**src/rtl/uart_rx_if.sv**
```systemverilog
// Host-side bus of the UART receiver: read strobe, FIFO head and status, error strobes.
// Latency: none (plain wires).
// Backpressure: none; the host pops with a 1-clk read strobe when dataPresent is high.
//
// master = host (drives read), slave = receiver (drives everything else).
interface uart_rx_if;
   logic       read;
   logic [7:0] dataOut;
   logic       dataPresent;
   logic       halfFull;
   logic       full;
   logic       frameError;
   logic       overrun;

   modport master (
      output read,
      input  dataOut, dataPresent, halfFull, full, frameError, overrun
   );

   modport slave (
      input  read,
      output dataOut, dataPresent, halfFull, full, frameError, overrun
   );
endinterface

```
**src/rtl/fifo.sv**
```systemverilog
// Generic synchronous FIFO with a first-word fall-through read port.
// Latency: a pushed word is visible on rd_dat/rd_vld the clock after the push.
// Backpressure: push while full and pop while empty are ignored; wr_rdy/rd_vld report space/data.
//
// Ports: clk, rst (sync, active high) | wr_vld/wr_dat/wr_rdy push side |
//        rd_vld/rd_dat/rd_rdy pop side | count = current occupancy (0..DEPTH).
// DEPTH must be a power of two so the pointers wrap naturally.
module fifo #(
   parameter int WIDTH = 8,
   parameter int DEPTH = 16,
   localparam int AW = $clog2(DEPTH)
) (
   input  logic             clk,
   input  logic             rst,
   input  logic             wr_vld,
   input  logic [WIDTH-1:0] wr_dat,
   output logic             wr_rdy,
   output logic             rd_vld,
   input  logic             rd_rdy,
   output logic [WIDTH-1:0] rd_dat,
   output logic [AW:0]      count
);

   localparam logic [AW:0] FULL_CNT = (AW+1)'(DEPTH);

   logic [WIDTH-1:0] mem_q [DEPTH];
   logic [WIDTH-1:0] mem_d [DEPTH];
   logic [AW-1:0]    wr_ptr_q, wr_ptr_d;
   logic [AW-1:0]    rd_ptr_q, rd_ptr_d;
   logic [AW:0]      cnt_q, cnt_d;
   logic             push, pop;

   assign wr_rdy = (cnt_q != FULL_CNT);
   assign rd_vld = (cnt_q != '0);
   assign rd_dat = mem_q[rd_ptr_q];
   assign count  = cnt_q;
   assign push   = wr_vld & wr_rdy;
   assign pop    = rd_rdy & rd_vld;

   always_comb begin
      mem_d    = mem_q;
      wr_ptr_d = wr_ptr_q;
      rd_ptr_d = rd_ptr_q;
      cnt_d    = cnt_q;
      if (push) begin
         mem_d[wr_ptr_q] = wr_dat;
         wr_ptr_d        = wr_ptr_q + 1'b1;
      end
      if (pop) begin
         rd_ptr_d = rd_ptr_q + 1'b1;
      end
      case ({push, pop})
         2'b10:   cnt_d = cnt_q + 1'b1;
         2'b01:   cnt_d = cnt_q - 1'b1;
         default: cnt_d = cnt_q;
      endcase
   end

   // Storage is not reset; only the pointers and occupancy define validity.
   always_ff @(posedge clk) begin
      mem_q <= mem_d;
   end

   always_ff @(posedge clk) begin
      if (rst) begin
         wr_ptr_q <= '0;
         rd_ptr_q <= '0;
         cnt_q    <= '0;
      end else begin
         wr_ptr_q <= wr_ptr_d;
         rd_ptr_q <= rd_ptr_d;
         cnt_q    <= cnt_d;
      end
   end

endmodule

```
**src/rtl/uart_rx.sv**
```systemverilog
// 8n1 UART receiver, 16x oversampled, good bytes queued in a 16-entry FWFT FIFO.
// Latency: FIFO write 1 clk after the stop-bit sample strobe; dataPresent 2 clk after it.
// Backpressure: none toward the line; a byte arriving while the FIFO is full is dropped with an overrun pulse.
//
// Ports: clk, rst (sync, active high) | x16BaudStrobe 1-clk strobe at 16x baud |
//        serialIn async line (idle high) | host: uart_rx_if.slave
//        (read, dataOut, dataPresent, halfFull, full, frameError, overrun).
// SYNC_STAGES must be at least 2.
module uart_rx #(
   parameter int SYNC_STAGES = 2
) (
   input  logic clk,
   input  logic rst,
   input  logic x16BaudStrobe,
   input  logic serialIn,
   uart_rx_if.slave host
);

   typedef enum logic [2:0] {
      S_IDLE  = 3'd0,
      S_START = 3'd1,
      S_DATA  = 3'd2,
      S_STOP  = 3'd3,
      S_BRK   = 3'd4
   } state_t;

   logic [SYNC_STAGES-1:0] sync_q, sync_d;
   state_t                 state_q, state_d;
   logic [3:0]             cnt_q, cnt_d;
   logic [2:0]             bit_q, bit_d;
   logic [7:0]             shift_q, shift_d;
   logic                   good_q, good_d;
   logic                   ferr_q, ferr_d;
   logic                   line;

   logic                   fifo_wr_vld;
   logic                   fifo_wr_rdy;
   logic [4:0]             fifo_count;

   assign line   = sync_q[SYNC_STAGES-1];
   assign sync_d = {sync_q[SYNC_STAGES-2:0], serialIn};

   always_comb begin
      state_d = state_q;
      cnt_d   = cnt_q;
      bit_d   = bit_q;
      shift_d = shift_q;
      good_d  = 1'b0;
      ferr_d  = 1'b0;
      if (x16BaudStrobe) begin
         case (state_q)
            S_IDLE: begin
               if (!line) begin
                  state_d = S_START;
                  cnt_d   = '0;
               end
            end
            S_START: begin
               cnt_d = cnt_q + 4'd1;
               // Mid-point of the start bit: a high line here was only a glitch.
               if (cnt_q == 4'd7) begin
                  if (line) begin
                     state_d = S_IDLE;
                  end else begin
                     state_d = S_DATA;
                     cnt_d   = '0;
                     bit_d   = '0;
                  end
               end
            end
            S_DATA: begin
               cnt_d = cnt_q + 4'd1;
               if (cnt_q == 4'd15) begin
                  shift_d = {line, shift_q[7:1]};
                  bit_d   = bit_q + 3'd1;
                  if (bit_q == 3'd7) begin
                     state_d = S_STOP;
                  end
               end
            end
            S_STOP: begin
               cnt_d = cnt_q + 4'd1;
               // Back to IDLE on the sample strobe so an immediately following start is caught.
               if (cnt_q == 4'd15) begin
                  if (line) begin
                     good_d  = 1'b1;
                     state_d = S_IDLE;
                  end else begin
                     ferr_d  = 1'b1;
                     state_d = S_BRK;
                  end
               end
            end
            S_BRK: begin
               // Hold here through a break so a long low line reports only one error.
               if (line) begin
                  state_d = S_IDLE;
               end
            end
            default: begin
               state_d = S_IDLE;
            end
         endcase
      end
   end

   always_ff @(posedge clk) begin
      if (rst) begin
         sync_q  <= '1;
         state_q <= S_IDLE;
         cnt_q   <= '0;
         bit_q   <= '0;
         shift_q <= '0;
         good_q  <= 1'b0;
         ferr_q  <= 1'b0;
      end else begin
         sync_q  <= sync_d;
         state_q <= state_d;
         cnt_q   <= cnt_d;
         bit_q   <= bit_d;
         shift_q <= shift_d;
         good_q  <= good_d;
         ferr_q  <= ferr_d;
      end
   end

   // good_q marks the write cycle; shift_q is stable then because the next frame
   // cannot shift a data bit for at least 24 strobes.  Full is judged in this same
   // cycle, so a simultaneous host read does not rescue the byte.
   assign fifo_wr_vld      = good_q & ~rst;
   assign host.overrun     = good_q & ~fifo_wr_rdy & ~rst;
   assign host.frameError  = ferr_q;
   assign host.full        = ~fifo_wr_rdy;
   assign host.halfFull    = (fifo_count >= 5'd8);

   fifo #(
      .WIDTH (8),
      .DEPTH (16)
   ) u_fifo (
      .clk    (clk),
      .rst    (rst),
      .wr_vld (fifo_wr_vld),
      .wr_dat (shift_q),
      .wr_rdy (fifo_wr_rdy),
      .rd_vld (host.dataPresent),
      .rd_rdy (host.read),
      .rd_dat (host.dataOut),
      .count  (fifo_count)
   );

endmodule
```
**src/flat_wrapper.sv**
```systemverilog
// flat-port wrapper written by rule: the top's interface ports become plain ports
module uart_rx_flat 
#(
   parameter int SYNC_STAGES = 2
)
  (clk, rst, x16BaudStrobe, serialIn, host_read, host_dataOut, host_dataPresent, host_halfFull, host_full, host_frameError, host_overrun);
  uart_rx_if host_i ();
  input  logic clk;
  input  logic rst;
  input  logic x16BaudStrobe;
  input  logic serialIn;
  input wire logic [$bits(host_i.read)-1:0] host_read;
  output wire logic [$bits(host_i.dataOut)-1:0] host_dataOut;
  output wire logic [$bits(host_i.dataPresent)-1:0] host_dataPresent;
  output wire logic [$bits(host_i.halfFull)-1:0] host_halfFull;
  output wire logic [$bits(host_i.full)-1:0] host_full;
  output wire logic [$bits(host_i.frameError)-1:0] host_frameError;
  output wire logic [$bits(host_i.overrun)-1:0] host_overrun;
  assign host_i.read = host_read;
  assign host_dataOut = host_i.dataOut;
  assign host_dataPresent = host_i.dataPresent;
  assign host_halfFull = host_i.halfFull;
  assign host_full = host_i.full;
  assign host_frameError = host_i.frameError;
  assign host_overrun = host_i.overrun;
  uart_rx #(.SYNC_STAGES(SYNC_STAGES)) u_core (.clk(clk), .rst(rst), .x16BaudStrobe(x16BaudStrobe), .serialIn(serialIn), .host(host_i));
endmodule
```
**config.mk**
```make
export PLATFORM = sky130hd
export DESIGN_NAME = uart_rx_flat
export DESIGN_NICKNAME = d
export VERILOG_FILES = /design/src/rtl/uart_rx_if.sv /design/src/rtl/fifo.sv /design/src/rtl/uart_rx.sv /design/src/flat_wrapper.sv
export SDC_FILE = /design/constraint.sdc
export NUM_CORES = 1
export LEC_CHECK = 0
export CAP_MARGIN = 20
export CORE_ASPECT_RATIO = 0.75
export CORE_MARGIN = 2
export CORE_UTILIZATION = 33
export CTS_CLUSTER_SIZE = 28
export DETAILED_ROUTE_END_ITERATION = 7
export DONT_BUFFER_PORTS = 1
export PLACE_DENSITY = 0.57
export SLEW_MARGIN = 5
export SYNTH_ARGS = -nofsm -noshare
export SYNTH_HDL_FRONTEND = slang
export SYNTH_SLANG_ARGS = --single-unit
```
**constraint.sdc**
```tcl
create_clock -name clk -period 2.9 [get_ports clk]
set_input_delay 0.725 -clock clk [delete_from_list [all_inputs] [get_ports clk]]
set_output_delay 0.725 -clock clk [all_outputs]
set_load 0.01 [all_outputs]
```
==> impl_metrics.env <==
# physical design summary
export IMPL_status="finished clean"
export IMPL_period_used_pct=98.3
export IMPL_drc=0
export IMPL_cp_cell_sequence="buf_12 > mux4_2 > mux4_2"
export IMPL_routed_via_count=3560
export IMPL_seq_share_pct=58.0
export IMPL_wl_met2_mm=6.39
export IMPL_grt_max_degree=35
export IMPL_avgSynthCellArea_um2=17.0
export IMPL_cts_setup_buffers=0
export IMPL_reg2reg_from="u_core.u_fifo.count[0]"
export IMPL_ys_chip_area_um2=6850
export IMPL_crit_end="host_dataOut[2]"
export IMPL_comb_power_mw=0.0175
export IMPL_tritoncts="done"
export IMPL_final_cell_count_no_fill=698
export IMPL_hold_path_class="input pin to flop"
export IMPL_setup_viol=0
export IMPL_die_h_um=129
export IMPL_powerDensity_nw_per_um2=590
export IMPL_min_to="u_core.u_fifo.rd_ptr_q[0]"
export IMPL_cts_buffers=17
export IMPL_crit_cells=3
export IMPL_place_gp_congestion=0.747
export IMPL_synthArstFlopShare_pct=0
export IMPL_synth_area_um2=6850
export IMPL_routed_wl_mm=13.9
export IMPL_p_leak_nw=2.76
export IMPL_use_met1_pct=18.6
export IMPL_clk_path_buf_depth=2
export IMPL_antenna_found_initial=1
export IMPL_comb_cells=208
export IMPL_startpoint="u_core.u_fifo.rd_ptr_q[0]"
export IMPL_layout_drive_gt1_share_pct=19.5
export IMPL_cp_slowest_stage_delay_ns=0.58
export IMPL_cp_top_family="multiplexers"
export IMPL_overflow=0
export IMPL_powerSeq_mw=2.49
export IMPL_vias_per_cell=5.10
export IMPL_htree_levels=4
export IMPL_wire_per_inst_um=19.9
export IMPL_drv_cap=0
export IMPL_whs_path_depth=1
export IMPL_reg2reg_to="u_core.u_fifo.count[4]"
export IMPL_reg2reg_setup_slack_ns=0.23
export IMPL_gr_usage_met3_pct=4.43
export IMPL_inverters=9
export IMPL_postSynthSeqShare_pct=66.4
export IMPL_fp_dieW_um=170
export IMPL_arrival_ns=2.13
export IMPL_max_freq_ghz=0.351
export IMPL_swShare_pct=20.4
export IMPL_buffer_area_share_pct=3.38
export IMPL_yosysTopAreaCell="edfxtp_1"
export IMPL_grt_busiest_layer="met2"
export IMPL_num_antenna_cells=0
export IMPL_pwr_share_comb_pct=0.4
export IMPL_floorplan_nets=421
export IMPL_comb_share_pct=26.9
export IMPL_ir_drop_v=0.000421
export IMPL_core_area_um2=20300
export IMPL_reg2reg_depth=9
export IMPL_fin_util_pct=38.7
export IMPL_nWellTaps=258
export IMPL_fill_cells=1843
export IMPL_internal_power_mw=3.68
export IMPL_path_clk_slew_ns=0.07
export IMPL_power_top_consumer="registers"
export IMPL_ys_cells=404
export IMPL_fin_crit_ns=2.85
export IMPL_hpwlAfterDp_mm=8.59
export IMPL_ant_nets=0
export IMPL_cp_start_kind="flop"
## registers in the layout, indices dropped and copies added, names as in the netlist, 2 cells and up
name / flops
u_core.bit_q: 3
u_core.cnt_q: 4
u_core.shift_q: 8
u_core.state_q: 3
u_core.sync_q: 2
u_core.u_fifo.count: 5
u_core.u_fifo.mem_q: 128
u_core.u_fifo.rd_ptr_q: 4
u_core.u_fifo.wr_ptr_q: 4
## cell families after synthesis
family,count (synthesis),share of synthesized area (%)
compound gates,39,4.06
simple gates,95,7.07
mux,51,16.4
fa+ha+maj,12,2.19
buf+inv,33,2.50
flops,163,66.4
xor+xnor,11,1.41
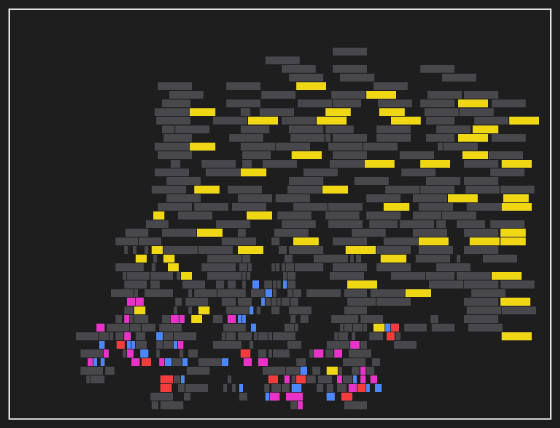
Figure 1: gate families picked out.
Red is AND-OR and OR-AND gates, cells 11, most used a211o_1. Magenta is inverting AOI/OAI gates, cells 28, most used a21oi_1. Blue is NAND gates, cells 29, most used nand2_1. Yellow is multiplexers, cells 51, most used mux4_1.

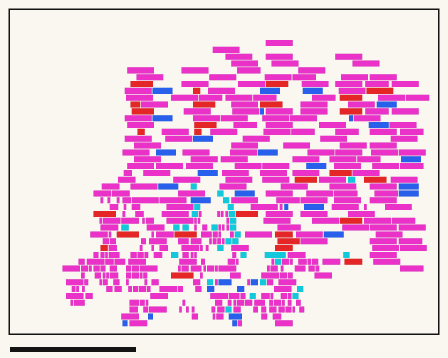
Figure 2: cell sizes after repair.
The bar under the picture is 50 um long.
Cyan is drive 3 to 4, cells 29, share 6.6%, most used buf_4. Blue is drive 2, cells 30, share 6.8%, most used mux4_2. Magenta is drive 1 or less, cells 354, share 80%, most used edfxtp_1. Red is drive 6 and up, cells 27, share 6.1%, most used clkbuf_16.
Layout Cell Area excl Fill: 7840 um^2
final setup margin: 0.0488 ns
bufs w/o clock: 28

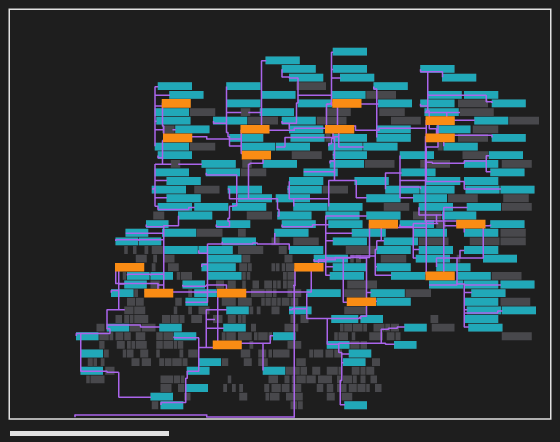
Figure 3: clock network drawn from the DEF.
The bar under the picture is 50 um long.
Cyan is flip-flops, count 163. Orange is cells driving clock nets, count 17. Purple is clock wires, length 1920 um.
There are 18 routed clock nets.

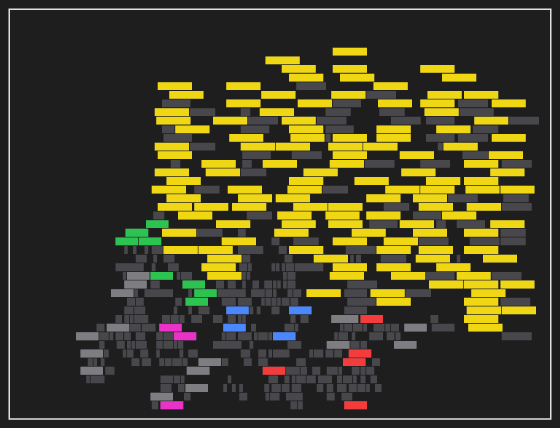
Figure 4: where the registers sit.
Other sequential cells in the stronger grey, the rest of the logic in the fainter grey.
Blue is u_core.u_fifo.wr_ptr_q, flops 4, where bottom middle. Green is u_core.shift_q, flops 8, where left middle. Red is u_core.u_fifo.count, flops 5. Yellow is u_core.u_fifo.mem_q, flops 128. Magenta is u_core.state_q, flops 3.
Another 15 sequential cells are not coloured.

